--- config.mk ---
export PLATFORM = sky130hd
export DESIGN_NAME = prog_loader
export DESIGN_NICKNAME = d
export VERILOG_FILES = /design/src/rtl/prog_loader.sv
export SDC_FILE = /design/constraint.sdc
export NUM_CORES = 1
export LEC_CHECK = 0
export CAP_MARGIN = 0
export CORE_MARGIN = 2
export CORE_UTILIZATION = 35
export CTS_CLUSTER_SIZE = 12
export DETAILED_ROUTE_END_ITERATION = 10
export GPL_ROUTABILITY_DRIVEN = 0
export GPL_TIMING_DRIVEN = 0
export PLACE_DENSITY = 0.59
export SLEW_MARGIN = 10
export SYNTH_ARGS = -nofsm -noshare
export SYNTH_HDL_FRONTEND = slang
export SYNTH_SLANG_ARGS = --single-unit
export TNS_END_PERCENT = 10
--- constraint.sdc ---
create_clock -name clk -period 3 [get_ports clk]
set_input_delay 0.6 -clock clk [delete_from_list [all_inputs] [get_ports clk]]
set_output_delay 0.6 -clock clk [all_outputs]
set_load 0.03 [all_outputs]
--- src/rtl/prog_loader.sv ---
`default_nettype none
// +-----------------------------------------------------------------------+
// | Module      : prog_loader                                             |
// | Description : Boot-time program loader. Parses framed, checksummed    |
// |               load records from a byte stream and writes 16-bit words |
// |               into the text or data memory, then releases the core    |
// |               with `run` on a GO command.                             |
// | Revision    : 1.0 - initial release                                   |
// +-----------------------------------------------------------------------+
module prog_loader (
  input  logic        clk,
  input  logic        reset,          // asynchronous, active-low
  input  logic [7:0]  in_data,
  input  logic        in_valid,
  output logic        in_ready,
  output logic        mem_we_text,
  output logic        mem_we_data,
  output logic [15:0] mem_addr,
  output logic [15:0] mem_wdata,
  output logic        run,
  output logic        err,
  output logic [15:0] words_loaded
);

  // Frame target codes carried in the first byte of every record
  localparam logic [7:0]  c_TGT_TEXT = 8'h00;
  localparam logic [7:0]  c_TGT_DATA = 8'h01;
  localparam logic [7:0]  c_TGT_GO   = 8'hFF;
  localparam logic [15:0] c_SAT_MAX  = 16'hFFFF;

  typedef enum logic [3:0] {
    S_IDLE   = 4'd0,
    S_ADDR_H = 4'd1,
    S_ADDR_L = 4'd2,
    S_CNT_H  = 4'd3,
    S_CNT_L  = 4'd4,
    S_WORD_H = 4'd5,
    S_WORD_L = 4'd6,
    S_CSUM   = 4'd7,
    S_RUN    = 4'd8,
    S_ERR    = 4'd9
  } state_t;

  state_t      r_state;
  logic        r_ready;
  logic        r_is_data;   // latched target: 0 = text, 1 = data
  logic [15:0] r_addr;      // next word address, wraps modulo 2^16
  logic [15:0] r_cnt;       // words remaining in the current frame
  logic [7:0]  r_hi;        // high byte of the word being assembled
  logic [7:0]  r_csum;      // running XOR of frame bytes
  logic        r_we_text;
  logic        r_we_data;
  logic [15:0] r_mem_addr;
  logic [15:0] r_mem_wdata;
  logic        r_run;
  logic        r_err;
  logic [15:0] r_words;

  logic        w_accept;
  logic [7:0]  w_csum_nxt;
  logic [15:0] w_cnt_full;
  logic [15:0] w_word;
  logic [15:0] w_words_inc;

  // Byte transfer qualifier and datapath helpers
  always_comb begin
    w_accept    = in_valid && r_ready;
    w_csum_nxt  = r_csum ^ in_data;
    w_cnt_full  = {r_cnt[15:8], in_data};
    w_word      = {r_hi, in_data};
    w_words_inc = (r_words == c_SAT_MAX) ? r_words : (r_words + 16'd1);
  end

  // Frame parser FSM with registered handshake, write port and status
  always_ff @(posedge clk or negedge reset) begin
    if (!reset) begin
      r_state     <= S_IDLE;
      r_ready     <= 1'b0;
      r_is_data   <= 1'b0;
      r_addr      <= 16'h0000;
      r_cnt       <= 16'h0000;
      r_hi        <= 8'h00;
      r_csum      <= 8'h00;
      r_we_text   <= 1'b0;
      r_we_data   <= 1'b0;
      r_mem_addr  <= 16'h0000;
      r_mem_wdata <= 16'h0000;
      r_run       <= 1'b0;
      r_err       <= 1'b0;
      r_words     <= 16'h0000;
    end else begin
      // Strobes are single-cycle; parsing states always accept
      r_we_text <= 1'b0;
      r_we_data <= 1'b0;
      r_ready   <= 1'b1;

      if (w_accept) begin
        case (r_state)
          S_IDLE: begin
            // Accumulator was cleared on IDLE entry, so it starts at TGT
            r_csum <= in_data;
            if (in_data == c_TGT_TEXT || in_data == c_TGT_DATA) begin
              r_is_data <= in_data[0];
              r_state   <= S_ADDR_H;
            end else if (in_data == c_TGT_GO) begin
              r_run   <= 1'b1;
              r_ready <= 1'b0;
              r_state <= S_RUN;
            end else begin
              r_err   <= 1'b1;
              r_ready <= 1'b0;
              r_state <= S_ERR;
            end
          end

          S_ADDR_H: begin
            r_addr[15:8] <= in_data;
            r_csum       <= w_csum_nxt;
            r_state      <= S_ADDR_L;
          end

          S_ADDR_L: begin
            r_addr[7:0] <= in_data;
            r_csum      <= w_csum_nxt;
            r_state     <= S_CNT_H;
          end

          S_CNT_H: begin
            r_cnt[15:8] <= in_data;
            r_csum      <= w_csum_nxt;
            r_state     <= S_CNT_L;
          end

          S_CNT_L: begin
            r_cnt  <= w_cnt_full;
            r_csum <= w_csum_nxt;
            // An empty frame goes straight to its checksum byte
            r_state <= (w_cnt_full == 16'h0000) ? S_CSUM : S_WORD_H;
          end

          S_WORD_H: begin
            r_hi    <= in_data;
            r_csum  <= w_csum_nxt;
            r_state <= S_WORD_L;
          end

          S_WORD_L: begin
            r_csum      <= w_csum_nxt;
            r_we_text   <= ~r_is_data;
            r_we_data   <= r_is_data;
            r_mem_addr  <= r_addr;
            r_mem_wdata <= w_word;
            r_words     <= w_words_inc;
            r_addr      <= r_addr + 16'd1;
            r_cnt       <= r_cnt - 16'd1;
            r_state     <= (r_cnt == 16'd1) ? S_CSUM : S_WORD_H;
          end

          S_CSUM: begin
            if (in_data == r_csum) begin
              r_csum  <= 8'h00;
              r_state <= S_IDLE;
            end else begin
              // Words already written stay written; only flag the error
              r_err   <= 1'b1;
              r_ready <= 1'b0;
              r_state <= S_ERR;
            end
          end

          default: begin
            r_ready <= 1'b0;
          end
        endcase
      end else if (r_state == S_RUN || r_state == S_ERR) begin
        // Terminal states never accept another byte
        r_ready <= 1'b0;
      end
    end
  end

  // Drive ports straight from registers
  always_comb begin
    in_ready     = r_ready;
    mem_we_text  = r_we_text;
    mem_we_data  = r_we_data;
    mem_addr     = r_mem_addr;
    mem_wdata    = r_mem_wdata;
    run          = r_run;
    err          = r_err;
    words_loaded = r_words;
  end

endmodule
`default_nettype wire

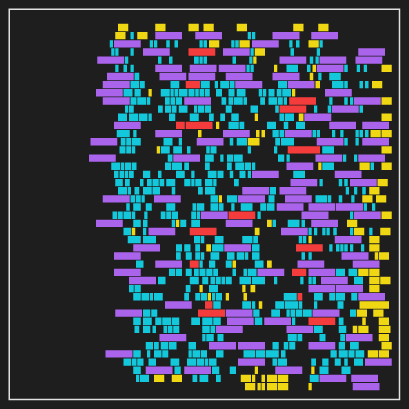
**Above:** placed cells, one color a class.
Scale: 3 px per µm.
registers: drawn in purple, cells 106, share of their area 41%. remaining logic cells: drawn in cyan, cells 452, share of their area 42%. clock drivers and dummy loads: drawn in red, cells 16, share of their area 4.9%. remaining buffers and delay cells: drawn in yellow, cells 98, share of their area 12%.
Placeable Area: 15300 µm²
area of all placed cells without fillers: 6680 µm²
Seq/total area: 39.7%
Layout Utilization: 43.6%
number of standard-cell rows in the floorplan: 45

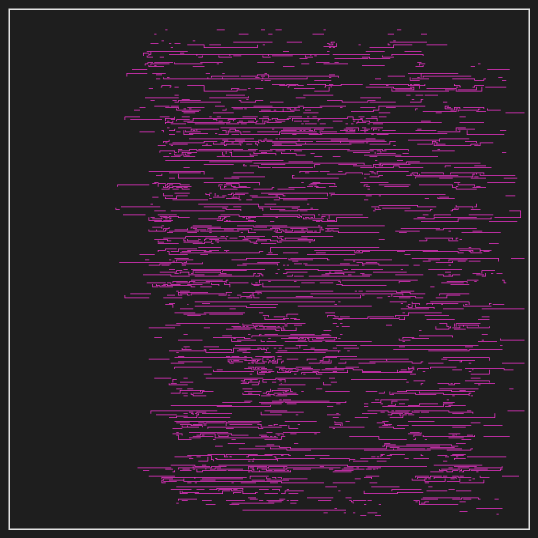
**Above:** signal wires on met1.
Scale: 4 px per µm.
The longest straight run is 40.0 µm. The layer holds 46% of the routed length. 609 nets have wire on it. The layer carries 6830 µm of wire. The wires run mostly horizontal.
global routing met1 resource utilization: 26.1%
routed via count: 4831
overall routed net length: 15.0 mm

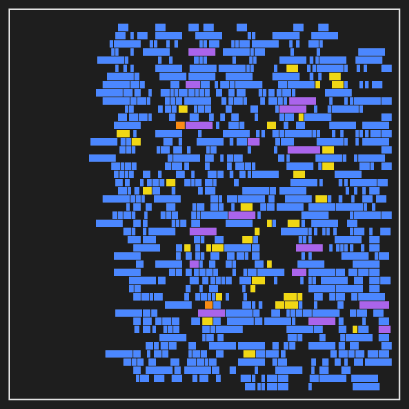
**Above:** sizing map.
Scale: 3 px per µm.
x1 and smaller: drawn in blue, cells 620, share 92%. x2: drawn in yellow, cells 34, share 5.1%. x3 and x4: drawn in orange, cells 2, share 0.30%. x6 and larger: drawn in purple, cells 16, share 2.4%.
smallest setup slack after layout: 0.559 ns
number of signal-net buffers in the layout: 98
Area Growth Syn to Fin: 20.9%

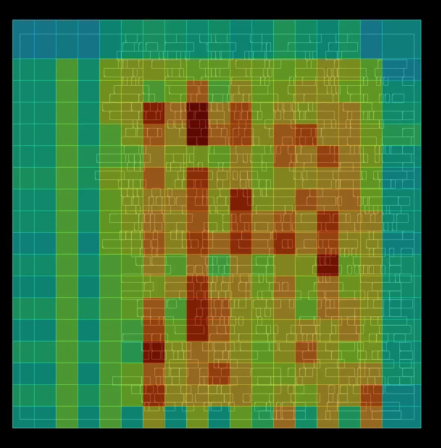
**Above:** congestion heat map.
wire per inst: 16.9 µm
gr usage total: 18.8%
met3 Resource Use GR: 2.93%
met2 routing resource usage after global routing: 30.3%

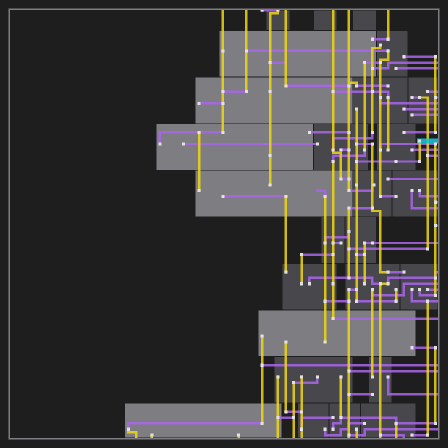
**Above:** layout detail.
Window x 20 to 45, y 85 to 110 µm. Cells in gray, sequential cells in the stronger gray; small squares are vias.
M2: drawn in yellow. M1: drawn in purple. M3: drawn in cyan.
Netlist names of flops here include `r_addr` (3), `r_cnt` (2). 23 logic cells have their middle in the window. Most frequent: dfrtp_1 (6), a21oi_1 (5), o22a_1 (3). Sequential cells in the window: 6.

==> out/summary.txt <==
Area enclosed by the die boundary = 16800 µm²
Number of non-filler instances in the completed layout = 883
Leakage power of the design = 2.79 nW
Max_cap viols = 0
First-pass GRT wire length = 24.9 mm
Clk_lat worst skew = 0.35 ns
Worst Setup End Kind = register
Clock period minus final worst setup slack = 2.44 ns
Most used standard cell by instance count after synthesis = nand2_1
Met2 wire len = 7.07 mm
Multi-input gate share of the layout cell area = 40.0%
Busiest metal layer after global routing = met2
Antenna Diode Count = 0
Total cell area at the placement stage = 6360 µm²
Critical path's top delay family = simple AND/OR/NAND/NOR gates
Die span in y = 130 µm
Peak per-stage delay on the critical path = 0.58 ns
Group drawing the most power = sequential cells
Top logic cell by instance count in the layout = nand2_1
Maximum fanout along the worst path = 10
Power density over cell area = 753 nW/µm²
Maximum number of pins on one net before global-route repair = 75
Clock network contribution to total cell area = 4.68%
Average instance area after synthesis = 9.20 µm²
Setup repair after global routing missed its margin = no
Mux share = 2.76%
Kind of launch point of the worst setup path = input port
Startpoint-to-endpoint class of the critical path = input port to register
PortBufs = 55
Final count of pins violating max slew = 0
Clock-pin transition on the worst setup and hold timing paths = 0.07 ns
Number of top-level pins = 64
Total CTS buffers = 9
Clock tree from TritonCTS = built
Relative slew margins = 46.0%
Met1 WL = 6.83 mm
Met3 wire length = 861 µm
Fmax achieved = 410 MHz
Inverter count = 6
Ordered cell list for the critical path = clkdlybuf4s50_1, and2_1, buf_1, nand2_1, or3b_2, xnor2_1
Number of hold violations in the final report = 0
Number of endpoints failing setup at the final stage = 0
Final routed DRC violation total = 0
Number of DRC violations after detailed-routing iteration 0 = 438
Count of inserted tapcells = 211
Critical Path Source = in_valid
Leading cell types in the layout, fill and taps excluded = nand2_1 (121), dfrtp_1 (106), clkdlybuf4s50_1 (54), nor2_1 (36), a21oi_1 (29)
Filler cells = 1483
Startpoint of the most critical register-to-register path = r_state[0]
Dpl ws = 0.159 ns
Combinational-cell power consumption = 1.49 mW
Proportion of power drawn by combinational gates = 29.6%
OpenROAD warning count = 27
Register bit count reported by yosys = 106
Count of flip-flops with a built-in enable after synthesis = 0
Number of flip-flops and latches = 106
Result of the run = completed
Cycle use final = 81.4%
Arrival @ worst endpoint = 2.68 ns
Worst Reg2Reg Path Length in Cells = 5
XOR/XNOR share of the synthesized area = 3.81%
Summed negative setup slack over all endpoints = 0 ns
Net count of the mapped netlist = 615
Post-synthesis cell count from yosys = 600
Worst Max-Slew Pin Slew = 0.804 ns
Reported clock group power = 1.26 mW
Nets = 682
Top logic family = simple AND/OR/NAND/NOR gates
Async S/R FF share, synth = 100%
Cell class ranked first by area = logic gates
Setup repair bufs after CTS = 0
Critical register-to-register path endpoint = words_loaded[3]
Number of antenna violations at the first check in global routing = 0
Area of the mapped netlist = 5520 µm²
Sw power = 1.82 mW
Antenna Nets Post-Route = 0
Type of the tightest min-delay check = input port to async pin
Number of sinks driven by the clock tree = 106
Final HPWL from detailed placement = 10.3 mm
Switching power share of the total = 36.3%
Share of synthesized area occupied by flip-flops and latches = 48.0%
Via count normalized by instance count = 5.47
Cell taking the most area after synthesis = dfrtp_1
Die width = 130 µm
Most instantiated cells after synthesis = nand2_1 (121), dfrtp_1 (106), nor2_1 (36), a21oi_1 (29), nand3_1 (28)
No activity file was given, so power comes from the tool's default toggle rates.
